==> config.mk <==
export PLATFORM = sky130hd
export DESIGN_NAME = dcm_axis
export DESIGN_NICKNAME = d
export VERILOG_FILES = /design/src/rtl/dcm_axis.sv
export SDC_FILE = /design/constraint.sdc
export NUM_CORES = 1
export LEC_CHECK = 0
export CAP_MARGIN = 40
export CORE_MARGIN = 3
export CORE_UTILIZATION = 62
export DETAILED_ROUTE_END_ITERATION = 8
export PLACE_DENSITY = 0.83
export RECOVER_POWER = 100
export SLEW_MARGIN = 10
export SYNTH_ARGS = -nofsm -noshare
export SYNTH_HDL_FRONTEND = slang
export SYNTH_SLANG_ARGS = --single-unit
==> constraint.sdc <==
create_clock -name clk -period 12.1 [get_ports clk]
set_input_delay 3.025 -clock clk [delete_from_list [all_inputs] [get_ports clk]]
set_output_delay 3.025 -clock clk [all_outputs]
set_load 0.005 [all_outputs]
==> src/rtl/dcm_axis.sv <==
// dcm_axis: closed-loop DC motor positioning axis.
// Counts encoder pulses into a signed-wrapping position and drives a PWM
// H-bridge towards a commanded target with a duty ramp. It also handles
// braking, stall detection, over-temperature limiting and driver fault
// recovery. All outputs are registered.
module dcm_axis #(
    parameter int POS_WIDTH    = 24,
    parameter int PWM_WIDTH    = 8,
    parameter int RAMP_DIV     = 256,
    parameter int STALL_CYCLES = 100000,
    parameter int BRAKE_CYCLES = 1000,
    parameter int RESET_CYCLES = 64
) (
    input  logic                 clk,
    input  logic                 reset,
    input  logic                 cmd_valid,
    input  logic [PWM_WIDTH-1:0] cmd_speed,
    input  logic [POS_WIDTH-1:0] cmd_pos,
    input  logic                 fault_clear,
    input  logic                 motor_pulse,
    input  logic                 motor_fault,
    input  logic                 motor_otw,
    output logic                 motor_left,
    output logic                 motor_right,
    output logic                 motor_reset,
    output logic [POS_WIDTH-1:0] cur_pos,
    output logic                 busy,
    output logic                 done,
    output logic [2:0]           status
);

    localparam logic [2:0] ST_IDLE  = 3'd0;
    localparam logic [2:0] ST_FWD   = 3'd1;
    localparam logic [2:0] ST_REV   = 3'd2;
    localparam logic [2:0] ST_BRAKE = 3'd3;
    localparam logic [2:0] ST_FAULT = 3'd4;
    localparam logic [2:0] ST_RSTP  = 3'd5;

    localparam int SW = $clog2(STALL_CYCLES + 1);
    localparam int BW = $clog2(BRAKE_CYCLES + 1);
    localparam int RW = $clog2(RAMP_DIV + 1);
    localparam int XW = $clog2(RESET_CYCLES + 1);
    localparam logic [SW-1:0] STALL_LAST = SW'(STALL_CYCLES - 1);
    localparam logic [BW-1:0] BRAKE_LAST = BW'(BRAKE_CYCLES - 1);
    localparam logic [RW-1:0] RAMP_LAST  = RW'(RAMP_DIV - 1);
    localparam logic [XW-1:0] RESET_LAST = XW'(RESET_CYCLES - 1);

    // Direction decision: sign of (target - position) as a wrapping signed value.
    function automatic logic [2:0] dir_state(input logic [POS_WIDTH-1:0] tgt,
                                             input logic [POS_WIDTH-1:0] pos);
        logic [POS_WIDTH-1:0] d;
        d = tgt - pos;
        if (d == {POS_WIDTH{1'b0}}) begin
            dir_state = ST_BRAKE;
        end else if (d[POS_WIDTH-1]) begin
            dir_state = ST_REV;
        end else begin
            dir_state = ST_FWD;
        end
    endfunction

    logic                 p_meta_r, p_sync_r, p_prev_r, cnt_edge_s;
    logic [POS_WIDTH-1:0] cur_pos_r, cur_pos_n_s, target_r, target_n_s, tgt_eval_s;
    logic [PWM_WIDTH-1:0] speed_r, speed_n_s, duty_r, duty_n_s, lim_s, pwm_cnt_r, pwm_n_s;
    logic [2:0]           state_r, state_n_s, eval_s;
    logic                 pending_r, pending_n_s, dir_fwd_r, dir_fwd_n_s;
    logic                 fault_take_s, run_n_s;
    logic [SW-1:0]        stall_cnt_r, stall_cnt_n_s;
    logic [BW-1:0]        brake_cnt_r, brake_cnt_n_s;
    logic [RW-1:0]        ramp_cnt_r, ramp_cnt_n_s;
    logic [XW-1:0]        rst_cnt_r, rst_cnt_n_s;
    logic                 stall_r, stall_n_s, drv_fault_r, drv_fault_n_s;
    logic                 otw_seen_r, otw_seen_n_s;
    logic                 motor_left_r, motor_right_r, motor_reset_r, busy_r, done_r;

    assign cnt_edge_s   = p_sync_r & ~p_prev_r;
    assign pwm_n_s      = pwm_cnt_r + PWM_WIDTH'(1);
    assign fault_take_s = motor_fault && (state_r != ST_RSTP);
    assign tgt_eval_s   = cmd_valid ? cmd_pos : target_r;

    // Position tracking: each encoder edge moves in the last driven direction (also while coasting).
    always_comb begin
        if (cnt_edge_s) begin
            if (dir_fwd_r) begin
                cur_pos_n_s = cur_pos_r + POS_WIDTH'(1);
            end else begin
                cur_pos_n_s = cur_pos_r - POS_WIDTH'(1);
            end
        end else begin
            cur_pos_n_s = cur_pos_r;
        end
    end

    // Axis sequencer: state, target, status flags and all phase counters.
    always_comb begin
        state_n_s     = state_r;
        target_n_s    = target_r;
        speed_n_s     = speed_r;
        pending_n_s   = pending_r;
        stall_n_s     = stall_r;
        drv_fault_n_s = drv_fault_r;
        otw_seen_n_s  = otw_seen_r | motor_otw;
        eval_s        = ST_BRAKE;
        lim_s         = speed_r;
        if (fault_take_s) begin
            state_n_s     = ST_FAULT;
            drv_fault_n_s = 1'b1;
            pending_n_s   = 1'b0;
        end else begin
            case (state_r)
                ST_IDLE: begin
                    if (cmd_valid) begin
                        target_n_s = cmd_pos;
                        speed_n_s  = cmd_speed;
                        state_n_s  = dir_state(cmd_pos, cur_pos_r);
                    end else begin
                        state_n_s = ST_IDLE;
                    end
                end
                ST_FWD, ST_REV: begin
                    if ((stall_cnt_r == STALL_LAST) && !cnt_edge_s) begin
                        state_n_s   = ST_FAULT;
                        stall_n_s   = 1'b1;
                        pending_n_s = 1'b0;
                    end else if (cmd_valid) begin
                        // New target wins over arrival; it is evaluated next cycle.
                        target_n_s  = cmd_pos;
                        speed_n_s   = cmd_speed;
                        pending_n_s = 1'b1;
                    end else if (pending_r) begin
                        eval_s = dir_state(target_r, cur_pos_r);
                        if (eval_s == state_r) begin
                            pending_n_s = 1'b0;
                        end else if (eval_s == ST_BRAKE) begin
                            pending_n_s = 1'b0;
                            state_n_s   = ST_BRAKE;
                        end else begin
                            // Reversal: brake first, keep the move pending.
                            state_n_s = ST_BRAKE;
                        end
                    end else if (cur_pos_r == target_r) begin
                        state_n_s = ST_BRAKE;
                    end else begin
                        state_n_s = state_r;
                    end
                end
                ST_BRAKE: begin
                    if (cmd_valid) begin
                        target_n_s  = cmd_pos;
                        speed_n_s   = cmd_speed;
                        pending_n_s = 1'b1;
                    end else begin
                        pending_n_s = pending_r;
                    end
                    if (brake_cnt_r == BRAKE_LAST) begin
                        if (cmd_valid || pending_r) begin
                            eval_s      = dir_state(tgt_eval_s, cur_pos_r);
                            pending_n_s = 1'b0;
                            state_n_s   = eval_s;
                        end else begin
                            state_n_s = ST_IDLE;
                        end
                    end else begin
                        state_n_s = ST_BRAKE;
                    end
                end
                ST_FAULT: begin
                    if (fault_clear) begin
                        state_n_s     = ST_RSTP;
                        stall_n_s     = 1'b0;
                        drv_fault_n_s = 1'b0;
                        otw_seen_n_s  = 1'b0;
                    end else begin
                        state_n_s = ST_FAULT;
                    end
                end
                ST_RSTP: begin
                    if (rst_cnt_r == RESET_LAST) begin
                        if (motor_fault) begin
                            state_n_s     = ST_FAULT;
                            drv_fault_n_s = 1'b1;
                        end else begin
                            state_n_s = ST_IDLE;
                        end
                    end else begin
                        state_n_s = ST_RSTP;
                    end
                end
                default: begin
                    state_n_s = ST_IDLE;
                end
            endcase
        end

        run_n_s     = (state_n_s == ST_FWD) || (state_n_s == ST_REV);
        dir_fwd_n_s = (state_n_s == ST_FWD) ? 1'b1 : ((state_n_s == ST_REV) ? 1'b0 : dir_fwd_r);

        duty_n_s      = {PWM_WIDTH{1'b0}};
        ramp_cnt_n_s  = {RW{1'b0}};
        stall_cnt_n_s = {SW{1'b0}};
        if (run_n_s && (state_n_s == state_r)) begin
            stall_cnt_n_s = cnt_edge_s ? {SW{1'b0}} : (stall_cnt_r + SW'(1));
            lim_s         = motor_otw ? (speed_n_s >> 1) : speed_n_s;
            ramp_cnt_n_s  = (ramp_cnt_r == RAMP_LAST) ? {RW{1'b0}} : (ramp_cnt_r + RW'(1));
            if (motor_otw && (duty_r > lim_s)) begin
                duty_n_s = lim_s;
            end else if (ramp_cnt_r == RAMP_LAST) begin
                if (duty_r < lim_s) begin
                    duty_n_s = duty_r + PWM_WIDTH'(1);
                end else if (duty_r > lim_s) begin
                    duty_n_s = duty_r - PWM_WIDTH'(1);
                end else begin
                    duty_n_s = duty_r;
                end
            end else begin
                duty_n_s = duty_r;
            end
        end else begin
            duty_n_s = {PWM_WIDTH{1'b0}};
        end

        if ((state_n_s == ST_BRAKE) && (state_r == ST_BRAKE) && (brake_cnt_r != BRAKE_LAST)) begin
            brake_cnt_n_s = brake_cnt_r + BW'(1);
        end else begin
            brake_cnt_n_s = {BW{1'b0}};
        end
        if ((state_n_s == ST_RSTP) && (state_r == ST_RSTP)) begin
            rst_cnt_n_s = rst_cnt_r + XW'(1);
        end else begin
            rst_cnt_n_s = {XW{1'b0}};
        end
    end

    // State registers and registered outputs decoded from the next state.
    always_ff @(posedge clk) begin
        if (reset) begin
            p_meta_r      <= 1'b0;
            p_sync_r      <= 1'b0;
            p_prev_r      <= 1'b0;
            cur_pos_r     <= {POS_WIDTH{1'b0}};
            target_r      <= {POS_WIDTH{1'b0}};
            speed_r       <= {PWM_WIDTH{1'b0}};
            duty_r        <= {PWM_WIDTH{1'b0}};
            pwm_cnt_r     <= {PWM_WIDTH{1'b0}};
            state_r       <= ST_IDLE;
            pending_r     <= 1'b0;
            dir_fwd_r     <= 1'b0;
            stall_cnt_r   <= {SW{1'b0}};
            brake_cnt_r   <= {BW{1'b0}};
            ramp_cnt_r    <= {RW{1'b0}};
            rst_cnt_r     <= {XW{1'b0}};
            stall_r       <= 1'b0;
            drv_fault_r   <= 1'b0;
            otw_seen_r    <= 1'b0;
            motor_left_r  <= 1'b0;
            motor_right_r <= 1'b0;
            motor_reset_r <= 1'b0;
            busy_r        <= 1'b0;
            done_r        <= 1'b0;
        end else begin
            p_meta_r      <= motor_pulse;
            p_sync_r      <= p_meta_r;
            p_prev_r      <= p_sync_r;
            cur_pos_r     <= cur_pos_n_s;
            target_r      <= target_n_s;
            speed_r       <= speed_n_s;
            duty_r        <= duty_n_s;
            pwm_cnt_r     <= pwm_n_s;
            state_r       <= state_n_s;
            pending_r     <= pending_n_s;
            dir_fwd_r     <= dir_fwd_n_s;
            stall_cnt_r   <= stall_cnt_n_s;
            brake_cnt_r   <= brake_cnt_n_s;
            ramp_cnt_r    <= ramp_cnt_n_s;
            rst_cnt_r     <= rst_cnt_n_s;
            stall_r       <= stall_n_s;
            drv_fault_r   <= drv_fault_n_s;
            otw_seen_r    <= otw_seen_n_s;
            motor_right_r <= (state_n_s == ST_BRAKE) || ((state_n_s == ST_FWD) && (pwm_n_s < duty_n_s));
            motor_left_r  <= (state_n_s == ST_BRAKE) || ((state_n_s == ST_REV) && (pwm_n_s < duty_n_s));
            motor_reset_r <= (state_n_s == ST_RSTP);
            busy_r        <= (state_n_s != ST_IDLE);
            done_r        <= (state_n_s == ST_BRAKE) && (brake_cnt_n_s == BRAKE_LAST) && !pending_n_s;
        end
    end

    assign motor_left  = motor_left_r;
    assign motor_right = motor_right_r;
    assign motor_reset = motor_reset_r;
    assign cur_pos     = cur_pos_r;
    assign busy        = busy_r;
    assign done        = done_r;
    assign status      = {stall_r, drv_fault_r, otw_seen_r};

endmodule

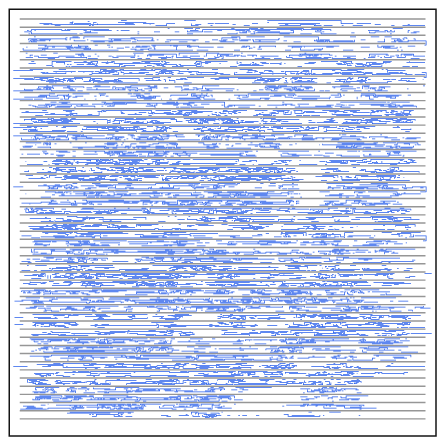
(images/layer_met1.png)
Scale: 3 px per µm. Supply wires on this layer in grey.
wire length on this layer: 14,400 µm
share of all routed wire: 44%
main direction: horizontal
met1 Use GR: 42.2%
overall via count from detail_route: 11,300
Total Wirelength: 33,000 µm

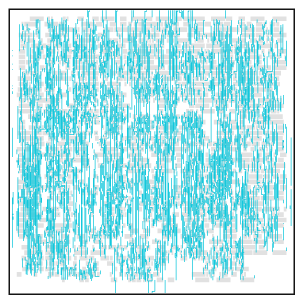
(images/layer_met2.png)
Scale: 2 px per µm.
wire length on this layer: 15,400 µm
share of all routed wire: 47%
longest straight run: 98.9 µm
main direction: vertical
met2 Use GR: 53.3%

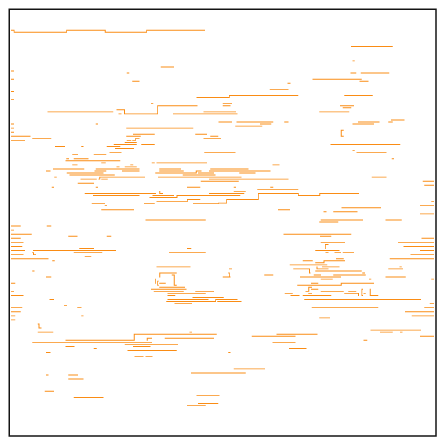
(images/layer_met3.png)
Scale: 3 px per µm.
longest straight run: 39.6 µm
wire length on this layer: 1,990 µm
met3 usage: 5.16%

==> results.sh <==
# implementation run metrics
export IMPL_clk_pin_slew_worst_paths_ns=0.06
export IMPL_dr_wl_met2_um=15400
export IMPL_top_area_cell="dfxtp_1"
export IMPL_wl_met3_um=1990
export IMPL_syn_nets=1595
export IMPL_area_leaders="dfxtp_1, ha_1, nor2_1"
export IMPL_top_cell_area_share_pct=23.0
export IMPL_post_place_cells=1692
export IMPL_maxSlewViolCount=158
export IMPL_met1_length_um=14400
export IMPL_setup_viol=0
export IMPL_hold_class="reg2reg"
export IMPL_fin_ws_ns=1.84
export IMPL_cts_inserted_buffers=17
export IMPL_tritoncts="yes"
export IMPL_ff2ff_path_depth=25
export IMPL_async_reset_ff_share_pct=0
export IMPL_grt_busiest_layer="met2"
export IMPL_synthTopCellsByCount="nor2_1, dfxtp_1, ha_1"
export IMPL_rsz0062_at_grt="no"
export IMPL_fin_skew_ns=0.0135
export IMPL_diodes=0
export IMPL_area_delta_synth_final_pct=11.9
export IMPL_highest_layer="met4"
export IMPL_p_leak_uw=0.00520
export IMPL_root_buffer="clkbuf_16"
export IMPL_status="complete, but fails checks"
export IMPL_violations="max-capacitance violations, max-slew violations"
export IMPL_drtPass1Iterations=8
export IMPL_antenna_found_initial=0
export IMPL_nets=1637
export IMPL_grt_max_degree=79
export IMPL_grt_remaining_overflow=0
export IMPL_portBuffers=70
export IMPL_most_common_cell="nor2_1"
export IMPL_synth_cell_types=83
export IMPL_max_cap_viol_count=4
export IMPL_hold_violations=0
export IMPL_cp_end_kind="flop"
export IMPL_drtIter0Drc=946
export IMPL_synth_edff_count=0
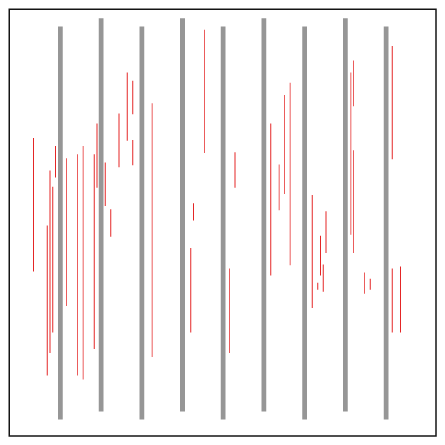
(images/layer_met4.png)
Scale: 3 px per µm. Supply wires on this layer in grey.
nets with wire on the layer: 32
wire length on this layer: 1,210 µm
share of all routed wire: 3.7%
main direction: vertical

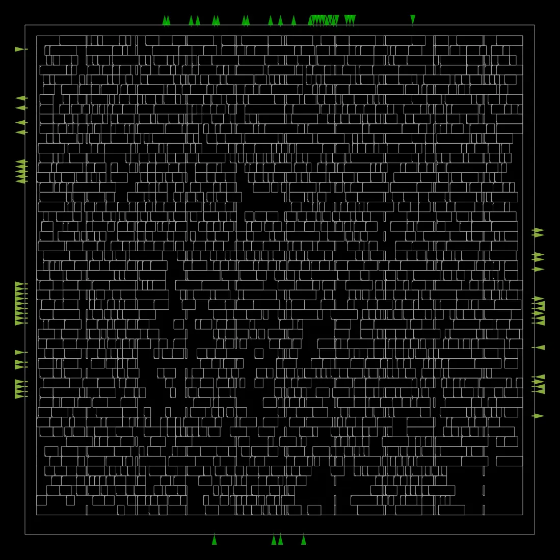
(images/placement.png)
non-filler cells, final: 1,725
sequential cell count: 131
FILL cells: 1,491
floorplan core area: 18,000 µm²
flop share of the area: 20.5%

## layout make-up
type	instances	area share, %
tap	229	2.24
multi-input combinational	1187	64.8
timing repair buffer	79	5.82
clock buffer	18	3.36
clock inverter	14	1.32
sequential	131	20.5
inverter	67	1.97
## worst max-delay path, cell delays in order
cell and delay, ns:
dlygate4sd3_1 0.53, clkbuf_1 1.31, mux2_1 0.42, ha_1 0.46, nand4_1 0.25, or3_1 0.42
o221ai_1 0.53, o21ai_0 0.25, xnor2_1 0.17, a211o_1 0.26, nor4_1 0.36, nand3_1 0.26
a211oi_1 0.38, o21ai_0 0.24, buf_4 0.26, a211o_1 0.23, ha_1 0.31, a21o_1 0.19
a21oi_1 0.14, o211ai_1 0.15, a211oi_1 0.28, o31a_1 0.18
## worst max path at each step
stage,start,end,cells after the start,slack (ns)
final,cmd_valid,motor_right,22,1.84
after global routing,cmd_valid,motor_right,22,1.54
after CTS,cmd_valid,motor_right,22,3.34
after detailed placement,cmd_valid,motor_right,22,2.93
after global placement,cmd_valid,motor_right,22,2.84
after floorplan,cmd_valid,motor_right,21,3.70
## logic make-up (layout without fill, tap and decap cells)
group           Yosys count  in the layout  share of synthesized area, %
simple gates            548            548                          24.6
compound gates          364            364                          22.0
flops                   131            131                          23.0
buf+inv                 123            178                          4.26
fa+ha+maj               115            115                          12.7
xor+xnor                 84             84                          6.44
mux                      76             76                          7.01
## where the power goes
group	internal (µW)	total, µW	leakage [µW]	switching, µW
logic	318	752	0.00385	434
registers	449	471	0.00106	22.2
clock network	310	533	0.000284	223
## sequential cells by signal (all words and copies together) (netlist names), 3 cells and up
register     cells
state_r          3
stall_cnt_r     17
target_r        24
speed_r          8
ramp_cnt_r       9
pwm_cnt_r        8
cur_pos         24
duty_r           8
brake_cnt_r     10
rst_cnt_r        7
Power is estimated from default activity; no workload was simulated.
